Design cache_l2_fa, sky130hd; sources not shown.
### I/O pins on the die edge

Scale: 1.5 px per micron. Pins as bars across the die edge, other pins in gray.
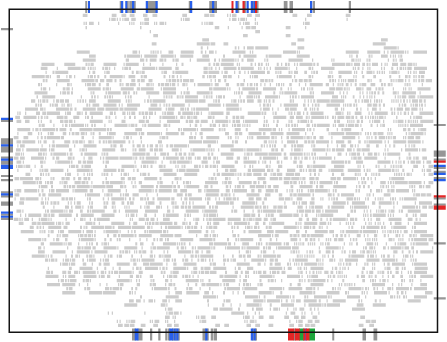
- l1_wdata: red (pins 17; direction input; edge 10 south, 4 east, 3 north)
- mem_wdata: blue (pins 34; direction output; edge 13 north, 10 south, 8 west, 3 east)
- l1_addr: green (pins 7; direction input; edge south)
Die Width: 284 microns
port bufs: 141
Die H: 214 microns

### Metal layers overlaid

Scale: 1.5 px per micron. Two of the layers only.
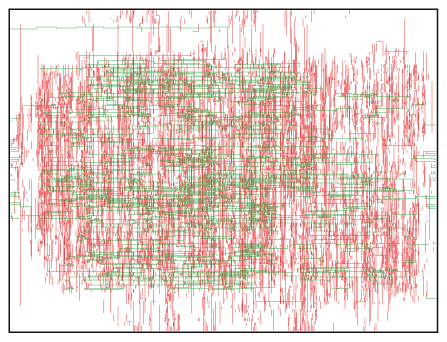
- metal 2: red (wire length 42.6 mm)
- metal 3: green (wire length 15,700 microns)
routed len/inst: 25.1 microns
GRT Util Overall: 35.2%
Routed WL: 106 mm
via count: 26,188

### Port wiring

Scale: 1 px per micron.
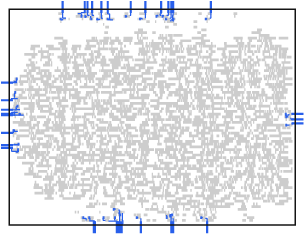
- mem_wdata: blue (bits 34; direction output; edge 13 north, 10 south, 8 west, 3 east; end cells 34; wire 380 microns)
I/O Pins: 142

### Cell placement

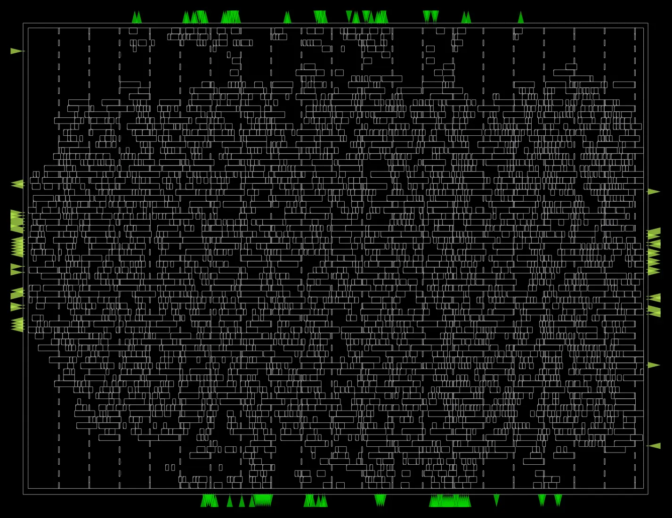
Core ar.: 58,700 sq um
Rows: 77
TAP cells: 790
share of the core filled with cells: 48.1%

### Cells by drive strength

Scale: 1.5 px per micron.
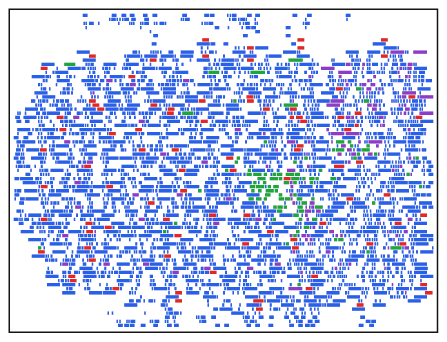
- _6 and larger: red (cells 90; share 2.6%; most used clkbuf_8)
- _0 and _1 cells: blue (cells 3,101; share 90%; most used nand2_1)
- _2 cells: purple (cells 143; share 4.2%; most used nand2_2)
- _3 and _4 cells: green (cells 94; share 2.7%; most used buf_4)
Non-CTS buffers: 190
final worst slack: 1.87 ns
Final Cell Area: 28,200 sq um

==> CHANGELOG.md <==
## Implementation

* Post-synthesis net count at 3,414
* DP HPWL at 60.8 mm
* Crit path time final at 6.53 ns
* Synth Flop Type: dfrtp_1
* OpenROAD warning count at 28
* TritonCTS clock tree: done
* Levels on crit path at 10
* Max-cap viol count at 0
* Critical path buffers and inverters at 5
* Post-synth top cells: nand2_1 (789), a21oi_1 (407), dfrtp_1 (381), inv_1 (374), nor2_1 (250)
* Pleak at between 10 and 15 nW
* Slew HR at 9.31%
* Top pwr grp: combinational cells
* Clk_lat worst skew at about 0.69 ns
* Synth mux share at 0%
* Post-synth EDFFs at 0
* Aoi share at roughly 28%
* Final setup viols at 0
* Final Instance Count excl. Fillers at ~4,200
* Hold Worst Slack at 0.339 ns
* Seq pwr share at 29.6%
* Nets@finish at 3,470
* Crit-path max FO at 27
* FP Util at 42.2%
* Leading area contributor after synthesis: dfrtp_1
* Grt ovf at 0
* H-tree depth at 3
* Yosys Chip Area at between 20,000 and 25,000 sq um
* Tightest Hold Check Type: reg2reg
* WHS Path Cells at 2
* Yosys simple share at 20.7%
* Crit path capture type: primary output
* Worst R2R Path Depth at 12
* Worst Max-Slew Pin Slew at 1.36 ns
* Switching Share at 49.4%
* XOR Share, Synth at 0.247%
* Max Freq at 153 MHz
* Adder-Cell Fraction of Synth Area at roughly 1.2%
* Cell total in the yosys stat output at about 3,300
* Most frequent CP cell: inv_1
* Fin. Hold Viols at 0
* Switching power at 4.72 mW
* Layout cells sized above 1 at 9.54%
* Maximum VDD drop at roughly 0.13 mV
* Post-DRT Antenna Nets at 0
* Crit-path cells: inv_1 -> nor3_4 -> buf_4 -> clkinv_1 -> o22ai_1 -> a221oi_1 -> nand2_1 -> inv_1 -> nor2_1 -> clkdlybuf4s50_1
* Largest net degree at the start of global routing at 168
* Combinational power at 4.93 mW
* Post-CTS Setup Bufs at 0
* Num CTS Buffers at 68
* Seq pwr at 2.83 mW
* CP peak stage delay at 1.02 ns
* Post-route DRC at 0
* Setup_tns at 0 ns
* Worst endpoint data arrival time at 4.70 ns
* First-pass GRT wire length at 158 mm
* Vias in the first global route at 24,240
* Comb power frac at 51.6%
* Area Overhead vs Synth at 14.0%
* Status: finished clean
* Root buffer cell: clkbuf_8
[metal layers]
layer  share of wire [%]  global-route usage [%]
met1                  40                    48.7
met2                  40                    47.9
met3                  15                    10.5
met4                 4.4                    13.3
met5                   0                       -
[tightest hold or removal path: cells and delay by family, from the launching register on]
family	cells	cell delay [ns]
simple gates	2	0.10
flops	1	0.38
[layout by cell type (no fill, tap or decap), types with 7 or more instances in the layout]
cell             Yosys  routed
dfrtp_1            381     380
o221ai_1            19      19
o21ai_4              1       8
a22oi_1            170     170
nand2_2             22      28
a21boi_1             8       8
nor3_2               3       7
nand2_1            789     783
clkinv_1             8       7
nor2_2              10       8
dfstp_2             12      12
or2_2                9       9
nand4_1             13      13
nor2_4               5      20
ha_1                24      24
buf_4                6      48
nor2_1             250     237
nor3_1              13       7
o21ai_0             85      83
o22ai_2             26      26
o22ai_1            102     102
a221oi_1            57      57
a2bb2oi_1           46      46
clkdlybuf4s50_1      0     140
o211ai_1            42      42
inv_2               24      27
nand3_1             69      69
o21ai_1             44      39
clkbuf_8             0      85
nand3_2             17      17
a21oi_1            407     407
o2111ai_1           39      39
inv_1              374     394
nand3b_1            13      13
[cell families (layout without fill, tap and decap cells)]
logic type,count (synthesis),in the layout
AOI/OAI and AO/OA,1068,1068
buffers and inverters,610,711
other,0,1
adders and majority gates,24,24
xor gates and xnor gates,7,7
and+or+nand+nor,1225,1225
DFF,393,393
[layout make-up]
| class | count | area, sq um | area share (%) |
|---|---|---|---|
| multi-input combinational | 2324 | 12800 | 45.2 |
| sequential | 393 | 9850 | 34.9 |
| timing repair buffer | 190 | 1800 | 6.36 |
| inverter | 406 | 1520 | 5.40 |
| clock buffer | 85 | 1170 | 4.14 |
| tap | 790 | 988 | 3.50 |
| clock inverter | 30 | 138 | 0.487 |
| antenna | 1 | 2.50 | 0.00886 |
No activity file was given, so power comes from the tool's default toggle rates.
